==> images/registers.png <==
(2 px per um) Other sequential cells in the stronger gray, the rest of the logic in the fainter gray.
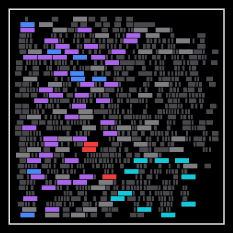
==> images/port_nets.png <==
(4 px per um)
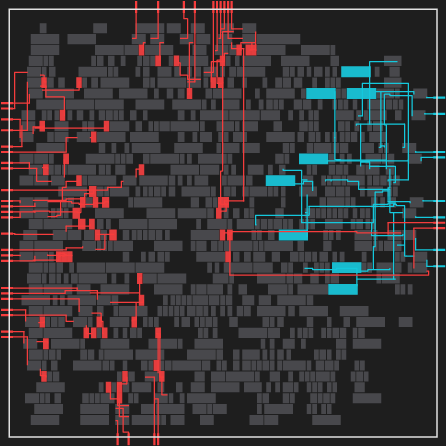
==> images/gate_families.png <==
(4 px per um)
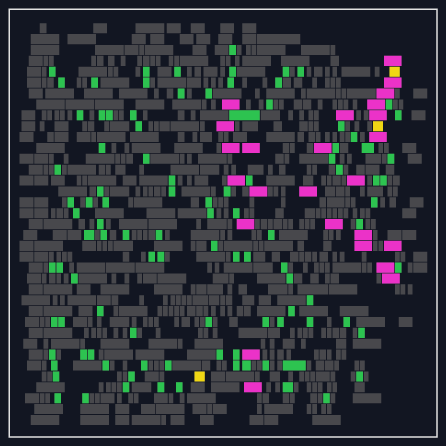
<file path="config.mk">
export PLATFORM = sky130hd
export DESIGN_NAME = conf_sequencer
export DESIGN_NICKNAME = d
export VERILOG_FILES = /design/src/rtl/conf_sequencer_pkg.sv /design/src/rtl/conf_sequencer_pw_ramp.sv /design/src/rtl/conf_sequencer.sv
export SDC_FILE = /design/constraint.sdc
export NUM_CORES = 1
export LEC_CHECK = 0
export ABC_AREA = 1
export CAP_MARGIN = 10
export CORE_MARGIN = 2
export CORE_UTILIZATION = 50
export CTS_CLUSTER_SIZE = 10
export DETAILED_ROUTE_END_ITERATION = 7
export HOLD_SLACK_MARGIN = 0.1
export PLACE_DENSITY = 0.76
export RECOVER_POWER = 50
export REMOVE_ABC_BUFFERS = 1
export SYNTH_ARGS = -nofsm -noshare
export SYNTH_HDL_FRONTEND = slang
export SYNTH_HIERARCHICAL = 1
export SYNTH_SLANG_ARGS = --single-unit
</file>
<file path="constraint.sdc">
create_clock -name clk -period 2.8 [get_ports clk]
set_input_delay 0.56 -clock clk [delete_from_list [all_inputs] [get_ports clk]]
set_output_delay 0.56 -clock clk [all_outputs]
set_load 0.01 [all_outputs]
</file>
<file path="src/rtl/conf_sequencer_pkg.sv">
// Shared types and defaults for the parameter-frame sequencer.
// Frame layout, FSM states and datapath reset values.
package conf_sequencer_pkg;

    localparam int CONF_PAR_MAX   = 5;
    localparam int DEF_REF_GEN    = 127;
    localparam int DEF_PRED       = 30;
    localparam int DEF_OCD_LVL    = 87;
    localparam int DEF_INT_FREQ   = 10;
    localparam int DEF_INT_PW     = 1;
    localparam int OCD_LVL_MAX    = 200;
    localparam int PW_MAX         = 255;
    localparam int PW_RAMP_STEP   = 1;
    localparam int FAULT_HOLD_CYC = 1000;
    localparam int HOLD_W         = $clog2(FAULT_HOLD_CYC + 1);

    typedef enum logic [2:0] {
        INT_PW   = 3'd0,
        INT_FREQ = 3'd1,
        OCD_LVL  = 3'd2,
        PRED     = 3'd3,
        REF_GEN  = 3'd4
    } conf_idx_t;

    typedef enum logic [2:0] {
        S_IDLE,
        S_PENDING,
        S_APPLY,
        S_RUN,
        S_FAULT
    } conf_state_t;

    typedef struct packed {
        logic [7:0] ref_gen;
        logic [7:0] pred;
        logic [7:0] ocd_lvl;
        logic [7:0] int_freq;
        logic [7:0] int_pw;
    } conf_frame_t;

    function automatic logic [7:0] clamp8(
        input logic [7:0] v,
        input logic [7:0] mx
    );
        return (v > mx) ? mx : v;
    endfunction

endpackage

</file>
<file path="src/rtl/conf_sequencer_pw_ramp.sv">
// Pulse-width soft ramp: target register, burst falling-edge
// detector and saturating step toward the target.
module pw_ramp
    import conf_sequencer_pkg::*;
(
    input  logic       clk,
    input  logic       rst,
    input  logic       burst_active,
    input  logic       ramp_en,
    input  logic       load,
    input  logic [7:0] load_pw,
    input  logic       fault_clr,
    output logic [7:0] pw
);

    logic       burst_q;
    logic [7:0] target;
    logic       fall;
    logic       dec_imm;
    logic [8:0] pw_inc;
    logic [7:0] pw_sat;

    assign fall    = burst_q & ~burst_active;
    assign dec_imm = load_pw < pw;
    assign pw_inc  = {1'b0, pw} + 9'(PW_RAMP_STEP);
    assign pw_sat  = pw_inc[8] ? 8'hFF : pw_inc[7:0];

    always_ff @(posedge clk) begin
        if (rst) begin
            burst_q <= 1'b0;
            target  <= '0;
            pw      <= 8'(DEF_INT_PW);
        end else begin
            burst_q <= burst_active;
            if (fault_clr) begin
                target <= 8'(DEF_INT_PW);
                pw     <= 8'(DEF_INT_PW);
            end else if (load) begin
                target <= load_pw;
                // Decreases take effect at once; only increases ramp.
                if (dec_imm)
                    pw <= load_pw;
            end else if (ramp_en && fall && pw < target) begin
                pw <= (pw_sat > target) ? target : pw_sat;
            end
        end
    end

endmodule

</file>
<file path="src/rtl/conf_sequencer.sv">
// Validates received parameter frames and applies them to the
// live datapath between bursts, with over-current lockout.
module conf_sequencer
    import conf_sequencer_pkg::*;
(
    input  logic                         clk,
    input  logic                         rst,
    input  logic                         frame_valid,
    input  logic [CONF_PAR_MAX-1:0][7:0] conf_in,
    input  logic                         burst_active,
    input  logic                         ocd_trip,
    output logic [7:0]                   ref_gen_par,
    output logic [7:0]                   pred_shift,
    output logic [7:0]                   ocd_lvl_par,
    output logic [7:0]                   int_freq_par,
    output logic [7:0]                   int_pw_par,
    output logic                         enable,
    output logic                         fault,
    output logic                         reject
);

    conf_state_t       state;
    conf_frame_t       shadow;
    conf_frame_t       frame;
    logic [HOLD_W-1:0] hold;
    logic              frame_ok;
    logic              ramp_load;
    logic              ramp_run;

    assign frame_ok = (conf_in[INT_FREQ] != 8'd0)
                    && (conf_in[INT_PW] != 8'd0);

    always_comb begin
        frame          = '0;
        frame.ref_gen  = conf_in[REF_GEN];
        frame.pred     = conf_in[PRED];
        frame.ocd_lvl  = clamp8(conf_in[OCD_LVL], 8'(OCD_LVL_MAX));
        frame.int_freq = conf_in[INT_FREQ];
        frame.int_pw   = clamp8(conf_in[INT_PW], 8'(PW_MAX));
    end

    assign ramp_load = (state == S_APPLY) && !ocd_trip;
    assign ramp_run  = (state == S_RUN);

    always_ff @(posedge clk) begin
        if (rst) begin
            state        <= S_IDLE;
            shadow       <= '0;
            hold         <= '0;
            ref_gen_par  <= 8'(DEF_REF_GEN);
            pred_shift   <= 8'(DEF_PRED);
            ocd_lvl_par  <= 8'(DEF_OCD_LVL);
            int_freq_par <= 8'(DEF_INT_FREQ);
            enable       <= 1'b0;
            fault        <= 1'b0;
            reject       <= 1'b0;
        end else begin
            reject <= 1'b0;
            if (ocd_trip) begin
                enable <= 1'b0;
                fault  <= 1'b1;
                shadow <= '0;
                hold   <= HOLD_W'(FAULT_HOLD_CYC);
                state  <= S_FAULT;
            end else begin
                unique case (state)
                    S_IDLE, S_PENDING, S_RUN: begin
                        if (frame_valid) begin
                            if (frame_ok) begin
                                shadow <= frame;
                                state  <= burst_active ? S_PENDING
                                                       : S_APPLY;
                            end else begin
                                reject <= 1'b1;
                            end
                        end else if (state == S_PENDING
                                     && !burst_active) begin
                            state <= S_APPLY;
                        end
                    end
                    S_APPLY: begin
                        ref_gen_par  <= shadow.ref_gen;
                        pred_shift   <= shadow.pred;
                        ocd_lvl_par  <= shadow.ocd_lvl;
                        int_freq_par <= shadow.int_freq;
                        enable       <= 1'b1;
                        state        <= S_RUN;
                    end
                    S_FAULT: begin
                        // Leave lockout with enable low; a new frame re-arms.
                        if (hold <= HOLD_W'(1)) begin
                            hold  <= '0;
                            fault <= 1'b0;
                            state <= S_IDLE;
                        end else begin
                            hold <= hold - HOLD_W'(1);
                        end
                    end
                    default: state <= S_IDLE;
                endcase
            end
        end
    end

    pw_ramp u_pw_ramp (
        .clk          (clk),
        .rst          (rst),
        .burst_active (burst_active),
        .ramp_en      (ramp_run),
        .load         (ramp_load),
        .load_pw      (shadow.int_pw),
        .fault_clr    (ocd_trip),
        .pw           (int_pw_par)
    );

endmodule

</file>
==> flow_summary.ini <==
; synthesis and place-and-route metrics
[sta]
timing.fmax_ghz = 0.395
worstMarginPinSlew_ps = 923
period_minus_slack_ps = 2530
rsz0062_at_grt = no
slew_headroom_pct = 38.5

[detailed_routing]
highest_layer = met4
wl_met1_um = 5960
antenna_left = 0
wl_met2_um = 6040
routedWlPerCell_um = 13.5
vias = 4839
drtPass1Iterations = 5
drc = 0
wl_um = 12900

[cells_and_area]
clkCellAreaFrac_pct = 3.22
fillerInstances = 969
lay_top_cells = 171 x nand2_1, 146 x nor2_1, 105 x dfxtp_1, 57 x inv_1, 51 x o21ai_0
nClkBuffers = 11
comb_area_share_pct = 42.4
layout.cells.most_common = nand2_1

[setup_path]
path_buffers = 4
end_kind = flip-flop
cp.arrival_ps = 2840
cp_common_cell = nand2_1
cp.required_ps = 3100
critical_path.startpoint_type = input pin
crit_slowest_cell = clkbuf_2

[synth]
simple_gate_area_share_pct = 34.4
synth_cells = 736
synthesis.area_um2 = 5260
postSynthSeqShare_pct = 40.0
common_cells = 170 x nand2_1, 146 x nor2_1, 105 x dfxtp_1, 57 x inv_1, 50 x o21ai_0
synth.logic.top_family = simple AND/OR/NAND/NOR gates
synth_warnings = 6
yosysChipArea_um2 = 5260
ys_sh_xor_pct = 0.333

[clock_network]
cts.path.max_buffers = 2
cts_setup_buffers = 0
cts_root_buf = clkbuf_8
ctsHoldBuffers = 0

[power]
power_density_nw_per_um2 = 483
p_leak_nw = 2.87

[floorplan]
fp_util_pct = 51.2
fp.dieH_um = 107
coreArea_um2 = 10300
die_w_um = 107

[job]
maxCapViolations = 0

[min_path]
hold_path_class = flip-flop to flip-flop
min_to = pred_shift[2]

[global_route]
grt_usage_pct = 23.8
antenna_found_initial = 0
globalRoute.totalOverflow = 0
busiest_layer = met2
grt_util_met2_pct = 39.4

[run_status]
status = complete, no violations
## Picture notes: registers.png
| color | name in the netlist | placed flops |
|---|---|---|
| blue | pred_shift | 8 |
| purple | shadow | 40 |
| red | state | 3 |
| cyan | hold | 10 |
not colored: 44
sequential share of cell area: 33.0%
Seq. cell area: 2100 um2

## Picture notes: port_nets.png
| color | port | bits | direction | end cells | buffers | wire |
|---|---|---|---|---|---|---|
| red | conf_in | 40 | input | 55 | 40 | 996 um |
| cyan | int_pw_par | 8 | output | 8 | 10 | 516 um |
IO buf count: 87
# IOs: 88

## Picture notes: gate_families.png
| color | family | cells | most used |
|---|---|---|---|
| magenta | adder and majority cells | 25 | ha_1 |
| yellow | AND-OR and OR-AND gates | 3 | o21a_1 |
| green | inverting AOI/OAI gates | 101 | o21ai_0 |

## sequential cells by signal (all words and copies together) (netlist names)
register and cells:
enable 1, fault 1, hold 10, int_freq_par 8
ocd_lvl_par 8, pred_shift 8, ref_gen_par 8, reject 1
shadow 40, state 3, u_pw_ramp/burst_q 1, u_pw_ramp/pw 8
u_pw_ramp/target 8
## through the flow
step	utilization, %	worst slack (ps)	cells	hold slack [ps]
4_1_cts	62.1	385	959	468
2_1_floorplan	-	492	711	424
3_3_place_gp	60.1	412	943	432
6_report	62.0	265	959	467
5_1_grt	62.0	54.5	959	484
3_5_place_dp	60.1	386	943	440
## report_power, final
part	switching, W	leakage (nW)	internal, W	total, W
clock	0.000528	0.100	0.000445	0.000973
sequential	0.0000463	0.856	0.00156	0.00160
combinational	0.000294	1.91	0.000208	0.000502
Power and IR drop assume default switching activity.
